$ cat src/rtl/truth_table_sweeper.sv
// Sweeps every input vector of a combinational N_IN-input, 1-output block, captures its
// truth table after a settle window and compares it against an expected minterm mask.
module truth_table_sweeper #(
  parameter int N_IN   = 4,
  parameter int SETTLE = 2
) (
  input  logic                 clk,
  input  logic                 rst,
  input  logic                 start,
  input  logic [2**N_IN-1:0]   expected,
  input  logic                 f_in,
  output logic [N_IN-1:0]      dut_in,
  output logic                 busy,
  output logic                 done,
  output logic                 pass,
  output logic [2**N_IN-1:0]   table_out,
  output logic [N_IN:0]        fail_count,
  output logic [N_IN-1:0]      first_fail
);

  localparam int N_VEC = 2**N_IN;
  localparam int CNT_W = (SETTLE > 1) ? $clog2(SETTLE) : 1;

  typedef enum logic [1:0] {
    S_IDLE,
    S_SETTLE,
    S_SAMPLE,
    S_DONE
  } state_t;

  state_t               r_state;
  state_t               w_next;
  logic [N_VEC-1:0]     r_exp;
  logic [CNT_W-1:0]     r_cnt;
  logic [N_IN-1:0]      r_dut_in;
  logic [N_VEC-1:0]     r_table;
  logic [N_IN:0]        r_fail_count;
  logic [N_IN-1:0]      r_first_fail;
  logic                 r_pass;

  logic                 w_mismatch;
  logic                 w_last;
  logic                 w_settled;
  logic [N_IN:0]        w_fail_next;

  // dut_in doubles as the vector index, so it only changes at the end of a SAMPLE cycle
  assign w_mismatch  = (f_in != r_exp[r_dut_in]);
  assign w_last      = (r_dut_in == N_IN'(N_VEC - 1));
  assign w_settled   = (r_cnt == CNT_W'(SETTLE - 1));
  assign w_fail_next = r_fail_count + (N_IN + 1)'(w_mismatch);

  // NOTE: sequential state is written with non-blocking assignments only, so every
  // register samples the pre-edge values regardless of process evaluation order.
  always_ff @(posedge clk) begin
    if (rst) begin
      r_state <= S_IDLE;
    end else begin
      r_state <= w_next;
    end
  end

  // NOTE: w_next gets a default before the case, so no path leaves it unassigned
  // and no latch is inferred.
  always_comb begin
    w_next = r_state;
    case (r_state)
      S_IDLE:   if (start) w_next = S_SETTLE;
      S_SETTLE: if (w_settled) w_next = S_SAMPLE;
      S_SAMPLE: w_next = w_last ? S_DONE : S_SETTLE;
      S_DONE:   w_next = S_IDLE;
      default:  w_next = S_IDLE;
    endcase
  end

  always_comb begin
    busy = (r_state != S_IDLE);
    done = (r_state == S_DONE);
  end

  always_ff @(posedge clk) begin
    if (rst) begin
      r_exp        <= '0;
      r_cnt        <= '0;
      r_dut_in     <= '0;
      r_table      <= '0;
      r_fail_count <= '0;
      r_first_fail <= '0;
      r_pass       <= 1'b0;
    end else begin
      case (r_state)
        S_IDLE: begin
          if (start) begin
            r_exp        <= expected;
            r_cnt        <= '0;
            r_dut_in     <= '0;
            r_table      <= '0;
            r_fail_count <= '0;
            r_first_fail <= '0;
            r_pass       <= 1'b0;
          end
        end
        S_SETTLE: begin
          r_cnt <= r_cnt + CNT_W'(1);
        end
        S_SAMPLE: begin
          r_table[r_dut_in] <= f_in;
          r_fail_count      <= w_fail_next;
          if (w_mismatch && (r_fail_count == '0)) begin
            r_first_fail <= r_dut_in;
          end
          // pass is resolved here so it is already valid during the done cycle
          if (w_last) begin
            r_pass <= (w_fail_next == '0);
          end else begin
            r_dut_in <= r_dut_in + N_IN'(1);
            r_cnt    <= '0;
          end
        end
        default: begin
        end
      endcase
    end
  end

  assign dut_in     = r_dut_in;
  assign pass       = r_pass;
  assign table_out  = r_table;
  assign fail_count = r_fail_count;
  assign first_fail = r_first_fail;

endmodule
$ cat config.mk
export PLATFORM = sky130hd
export DESIGN_NAME = truth_table_sweeper
export DESIGN_NICKNAME = d
export VERILOG_FILES = /design/src/rtl/truth_table_sweeper.sv
export SDC_FILE = /design/constraint.sdc
export NUM_CORES = 1
export LEC_CHECK = 0
export ABC_AREA = 1
export CORE_MARGIN = 4
export CORE_UTILIZATION = 45
export DETAILED_ROUTE_END_ITERATION = 16
export PLACE_DENSITY = 0.72
export RECOVER_POWER = 50
export REMOVE_ABC_BUFFERS = 1
export SLEW_MARGIN = 20
export SYNTH_ARGS = -nofsm -noshare
export SYNTH_HDL_FRONTEND = slang
export SYNTH_SLANG_ARGS = --single-unit
$ cat constraint.sdc
create_clock -name clk -period 3.07 [get_ports clk]
set_input_delay 0.614 -clock clk [delete_from_list [all_inputs] [get_ports clk]]
set_output_delay 0.614 -clock clk [all_outputs]
set_load 0.01 [all_outputs]
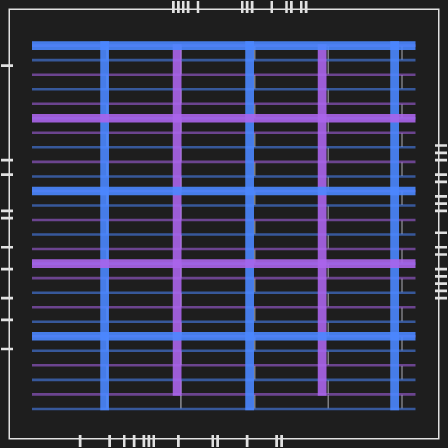
Run 1: floorplan with the power grid
Pins as bars on the die edge. Tap cells in gray.
| net | color |
|---|---|
| VDD | purple |
| VSS | blue |
met5 straps: 5
tap cells: 67

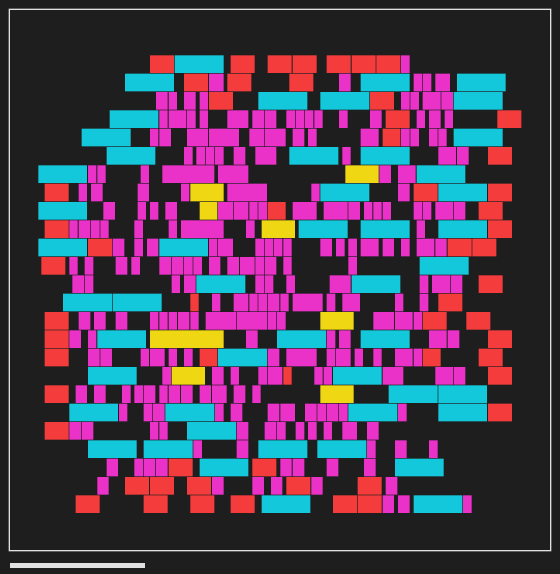
Run 1: placed cells, one color a class
The bar under the picture is 20 um long.
| class | color | cells |
|---|---|---|
| all other logic | magenta | 251 |
| other buffers and delay cells | red | 57 |
| clock drivers and dummy loads | yellow | 8 |
| flip-flops | cyan | 49 |
design area: 3010 sq um
Core ar.: 4880 sq um

==> flow_metrics.py, run 1 <==
# Generated from Yosys and OpenROAD reports
metrics = {
    "pwr": {
        "comb_cell_power_uw": 224,
        "combPwrFrac_pct": 16.1,
        "clkPwrFrac_pct": 34.7,
        "p_sw_uw": 365.9,
        "switching_share_pct": 26.28,
        "p_leak_nw": 1.251,
        "p_int_mw": 1.027,
        "ir_worst_vdd_v": 0.0002410,
        "powerSeq_uw": 686,
        "powerDensity_nw_per_um2": 462.6,
        "pg_clk_uw": 483,
    },
    "final_timing": {
        "maxSlewHeadroom_pct": 39.02,
        "whs_ns": 0.4482,
        "fmax_ghz": 0.3756,
        "rsz0062_at_grt": "false",
        "finalHoldViolCount": 0,
        "setup_viol": 0,
        "fin_setup_tns_ns": 0,
        "fin_skew_ns": 0.007935,
        "post-route-min-period_ns": 2.662,
        "maxSlewViolCount": 0,
        "period_used_pct": 86.73,
        "tightestPinTransition_ns": 0.9146,
    },
    "floorplan": {
        "num_rows": 25,
        "die_y_um": 80.11,
        "fp_util_pct": 47.95,
        "ioPinCount": 52,
        "die_area_sq_um": 6417,
    },
    "finish": {
        "layout.nets": 390,
        "diodes": 0,
        "layout_top_cells": "53 x nand2_1, 49 x dfxtp_1, 42 x a21oi_1",
        "area_growth_pct": 28.66,
        "drive_above_1_share_pct": 10.68,
    },
    "logic_synthesis": {
        "ys_area_sq_um": 2340,
        "netlist_top_cells_count": "53 x nand2_1, 49 x dfxtp_1, 42 x a21oi_1",
        "avgSynthCellArea_sq_um": 7.451,
        "yosys.area_share.xor_xnor_pct": 1.123,
        "synthTopCellsByArea": "dfxtp_1 42%, a21oi_1 9.0%, nand2_1 8.5%",
        "ys.flops": 49,
        "adder_share_pct": 3.209,
        "top_area_cell": "dfxtp_1",
        "synth-simple-area-share_pct": 22.30,
        "most_common_cell": "nand2_1",
        "ys_seq_share_pct": 41.93,
        "synth_area_sq_um": 2340,
        "ys_cells": 314,
        "yosys_warnings": 0,
        "mux_share_pct": 0,
        "topCombFamilyByArea": "simple AND/OR/NAND/NOR gates",
        "synthCells": 314,
        "synth-compound-area-share_pct": 21.07,
    },
    "routing": {
        "ant_nets": 0,
        "top_layer": "met4",
        "wl_per_cell_um": 12.40,
        "via_per_inst": 4.935,
        "wl_met2_mm": 2.379,
        "drt_iter0_markers": 99,
        "drcViolationCount": 0,
        "via_count": 2132,
        "dr_wl_met3_um": 243,
        "drt-met1-wl_mm": 2.690,
        "drt_pre_antenna_iters": 4,
    },
    "grt": {
        "grt_pass1_wl_mm": 9.190,
        "use_met3_pct": 4.933,
        "antenna_found_initial": 0,
        "grt_overflow_total": 0,
        "first_global_vias": 2011,
    },
    "cts": {
        "post_cts_resized": 0,
        "root_buffer": "clkbuf_8",
        "postCtsSetupRepairBufs": 0,
        "clkTransAtPathRegs_ns": 0.09,
        "cts_sinks": 49,
        "clk-insertion-delay-late_ns": 0.30,
        "cts_buffer_depth": 2,
        "cts_made_buffers": 5,
        "cts_tree": "built",
    },
    "setup_path": {
        "crit_required_ns": 3.31,
        "start_kind": "flip-flop",
        "criticalPathCategory": "flip-flop to flip-flop",
    },
    "run_status": {
        "status": "complete, no violations",
    },
    "flow_run": {
        "warnings": 28,
        "cap_viol_max_count": 0,
    },
    "place": {
        "place_inst": 424,
    },
    "hold_path": {
        "hold_class": "flip-flop to flip-flop",
    },
}
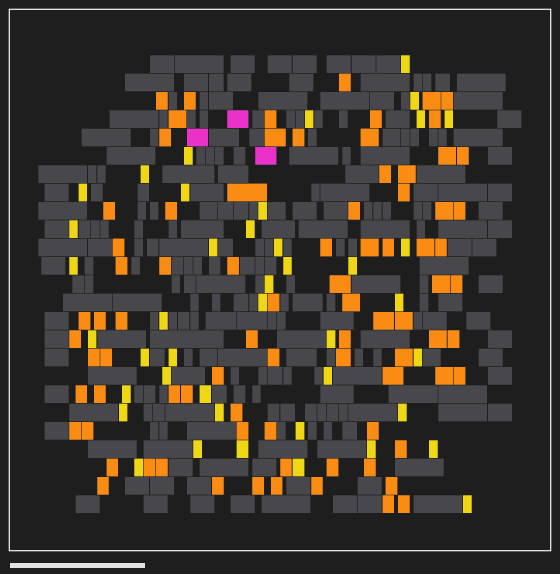
Run 1: gate-type map
The bar under the picture is 20 um long.
| family | color | cells | most used |
|---|---|---|---|
| inverting AOI/OAI gates | orange | 82 | a21oi_1 |
| XOR/XNOR gates | magenta | 3 | xor2_1 |
| inverters | yellow | 42 | inv_1 |
combinational share of cell area: 37.07%
Commonest Layout Cell: nand2_1
post-route insts no fill: 432

==> run 1: state kept, by name (all words and copies together), names as in the netlist <==
register    cells
dut_in          4
fail_count      5
first_fail      4
pass            1
r_cnt           1
r_exp          16
r_state         2
table_out      16
==> run 1: worst max-delay path: stages, from the launching register on <==
cell	delay, ns
dfxtp_1	0.53
buf_4	0.21
nand2_1	0.06
nand3_1	0.08
nand2_1	0.06
nand2_1	0.07
nand2_2	0.08
nor2_1	0.13
nand2_2	0.08
and2_1	0.16
ha_1	0.19
ha_1	0.21
xor2_1	0.16
nor4_1	0.29
o2111ai_1	0.15
a21oi_1	0.13
==> run 1: per-stage QoR <==
stage | utilization (%) | setup WS, ns
6_report | 61.69 | 0.4075
2_1_floorplan | - | 0.6920
3_3_place_gp | 59.38 | 0.4359
4_1_cts | 61.85 | 0.4173
5_1_grt | 61.69 | 0.1349
3_5_place_dp | 59.38 | 0.3352
==> run 1: final timing paths <==
kind / end / cells after the start / slack, ns / start
max: pass$_SDFFE_PP0P_ / 15 / 0.41 / dut_in[0]$_SDFFE_PP0P_
max reg2reg: pass$_SDFFE_PP0P_ / 15 / 0.41 / dut_in[0]$_SDFFE_PP0P_
min: r_exp[7]$_SDFFE_PP0P_ / 2 / 0.45 / r_exp[7]$_SDFFE_PP0P_
min reg2reg: r_exp[7]$_SDFFE_PP0P_ / 2 / 0.45 / r_exp[7]$_SDFFE_PP0P_
==> run 1: layout make-up <==
type	instances	area, sq um
Clock inverter	2	37.54
Timing Repair Buffer	57	548.0
Clock buffer	6	82.58
Sequential cell	49	980.9
Fill cell	464	1869
Tap cell	67	83.83
Multi-Input combinational cell	209	1116
Inverter	42	161.4
==> run 1 -> run 2 <==
Clock period 3.07 ns to 2.9 ns, I/O delays scaled along.
==> run 2 against run 1 <==
Sequential cell count unchanged. Register-to-register slack got worse by 0.11 ns. Routed wire length shrank 2.1%. Final area grew 0.29%. Synthesized area is the same. Power increased by 5.1%. Worst setup slack got worse by 0.11 ns. Cell count grew 0.23%. Synthesized cell count did not move. First-iteration DRC count is 8.1% lower. Non-clock buffer count up 1. Critical path type unchanged.
==> flow_metrics.py, run 2 <==
# Generated from Yosys and OpenROAD reports
metrics = {
    "setup_path": {
        "cp_max_fo": 8,
        "cp-end-kind": "flip-flop",
        "crit_required_ns": 3.13,
        "critical_path_arrival_ns": 2.83,
        "criticalPathCategory": "flip-flop to flip-flop",
        "start_kind": "flip-flop",
    },
    "floorplan": {
        "fp_util_pct": 47.95,
        "ioPinCount": 52,
        "die_y_um": 80.11,
        "die_area_sq_um": 6417,
        "core_area_sq_um": 4880,
        "num_rows": 25,
    },
    "routing": {
        "drt-met1-wl_mm": 2.459,
        "top_layer": "met4",
        "wl_per_cell_um": 12.12,
        "via_count": 2162,
        "via_per_inst": 4.993,
        "dr_wl_met3_um": 244,
        "wl_met2_mm": 2.488,
        "routed_wl_mm": 5.248,
        "drt_iter0_markers": 91,
        "ant_nets": 0,
        "drcViolationCount": 0,
        "drt_pre_antenna_iters": 4,
    },
    "final_timing": {
        "tightestPinTransition_ns": 0.6476,
        "maxSlewHeadroom_pct": 56.78,
        "fin_setup_tns_ns": 0,
        "fin_skew_ns": 0.005757,
        "finalHoldViolCount": 0,
        "worst_slack_ns": 0.3011,
        "maxSlewViolCount": 0,
        "rsz0062_at_grt": "false",
        "whs_ns": 0.4428,
        "setup_viol": 0,
        "post-route-min-period_ns": 2.599,
        "fmax_ghz": 0.3848,
        "period_used_pct": 89.62,
    },
    "logic_synthesis": {
        "ys_cells": 314,
        "ys_area_sq_um": 2340,
        "synthCells": 314,
        "most_common_cell": "nand2_1",
        "synth_area_sq_um": 2340,
        "avgSynthCellArea_sq_um": 7.451,
        "ys.flop_type": "dfxtp_1",
        "netlist_top_cells_count": "53 x nand2_1, 49 x dfxtp_1, 42 x a21oi_1",
        "synthTopCellsByArea": "dfxtp_1 42%, a21oi_1 9.0%, nand2_1 8.5%",
        "yosys_warnings": 0,
        "top_area_cell": "dfxtp_1",
        "synth-async-reset-ratio_pct": 0,
        "ys.flops": 49,
        "ys_seq_share_pct": 41.93,
    },
    "cts": {
        "root_buffer": "clkbuf_8",
        "clk-insertion-delay-late_ns": 0.30,
        "post_cts_resized": 0,
        "cts_made_buffers": 5,
        "clkTransAtPathRegs_ns": 0.08,
        "postCtsSetupRepairBufs": 0,
        "cts_max_level": 2,
        "cts_buffer_depth": 2,
        "cts_tree": "built",
        "cts_sinks": 49,
        "ctsHoldBuffers": 0,
    },
    "place": {
        "pre_cts_ws_ns": 0.2655,
        "placed_cell_area_sq_um": 2905,
        "gp_congestion": 0.9005,
        "hpwlAfterDp_mm": 3.882,
        "place_inst": 425,
    },
    "flow_run": {
        "cap_viol_max_count": 0,
        "warnings": 28,
    },
    "grt": {
        "use_met3_pct": 3.475,
        "antenna_found_initial": 0,
        "track_usage_pct": 17.67,
        "gr-max-usage-layer": "met2",
        "first_global_vias": 2035,
        "grt_pass1_wl_mm": 8.983,
        "grt_overflow_total": 0,
    },
    "finish": {
        "final-comb-area_sq_um": 1116,
        "fin_area_sq_um": 3019,
        "register_area_sq_um": 980.9,
        "lay_top_count": "nand2_1",
        "final_util_pct": 61.87,
        "area_growth_pct": 29.04,
        "drive_above_1_share_pct": 11.20,
        "fill_cells": 482,
        "layout_top_cells": "53 x nand2_1, 49 x dfxtp_1, 42 x a21oi_1, 42 x clkdlybuf4s50_1, 30 x nor2_1",
        "instances_no_fill": 433,
        "layout.nets": 391,
        "diodes": 0,
    },
    "pwr": {
        "p_leak_nw": 1.220,
        "ir_worst_vdd_v": 0.0002675,
        "powerDensity_nw_per_um2": 484.9,
    },
    "hold_path": {
        "hold_class": "flip-flop to flip-flop",
    },
    "run_status": {
        "status": "complete, no violations",
    },
}
[run 2: cell counts after synthesis]
Identical to the previous run, type by type.
[run 2: layout make-up]
cell class                 count  area share (%)
inverter                      42           5.346
sequential                    49           32.49
tap                           67           2.777
clock inverter                 1          0.9946
timing repair buffer          58           18.57
clock buffer                   7           2.860
multi-input combinational    209           36.97
[run 2: cells by family (layout without fill, tap and decap cells)]
logic type,after synthesis,in the layout,share of synthesized area (%)
AND-OR/OR-AND,84,84,21.07
XOR/XNOR,3,3,1.123
adder cells (fa/ha/maj),6,6,3.208
buffers and inverters,56,108,10.37
flip-flops,49,49,41.93
AND/OR/NAND/NOR,116,116,22.30
[run 2: power breakdown]
group | switching (mW) | internal [mW] | leakage, nW
combinational | 0.138 | 0.0999 | 0.761
sequential | 0.0169 | 0.709 | 0.400
clock | 0.219 | 0.281 | 0.0585
[run 2: path summary, 6_finish.rpt]
check	cells after the start	from	slack, ns	to
min	2	r_exp[11]$_SDFFE_PP0P_	0.44	r_exp[11]$_SDFFE_PP0P_
max	15	dut_in[0]$_SDFFE_PP0P_	0.30	pass$_SDFFE_PP0P_
min reg2reg	2	r_exp[11]$_SDFFE_PP0P_	0.44	r_exp[11]$_SDFFE_PP0P_
max reg2reg	15	dut_in[0]$_SDFFE_PP0P_	0.30	pass$_SDFFE_PP0P_
[run 2: critical path, cell delays in order, from the launching register on]
cell	delay [ns]
dfxtp_1	0.46
buf_4	0.21
nand2_1	0.07
nand3_1	0.08
nand2_1	0.06
nand2_1	0.09
nand2_2	0.09
nor2_1	0.12
nand2_2	0.08
and2_1	0.17
ha_1	0.19
ha_1	0.21
xor2_1	0.16
nor4_1	0.26
o2111ai_1	0.15
a21oi_1	0.13
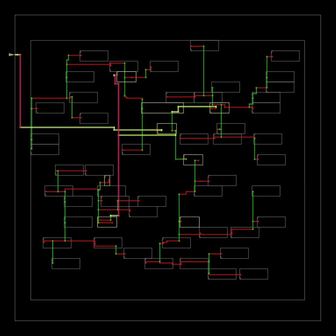
Run 2: clock nets
clk_buf instances: 7
registers: 49

Power is estimated from default activity; no workload was simulated.
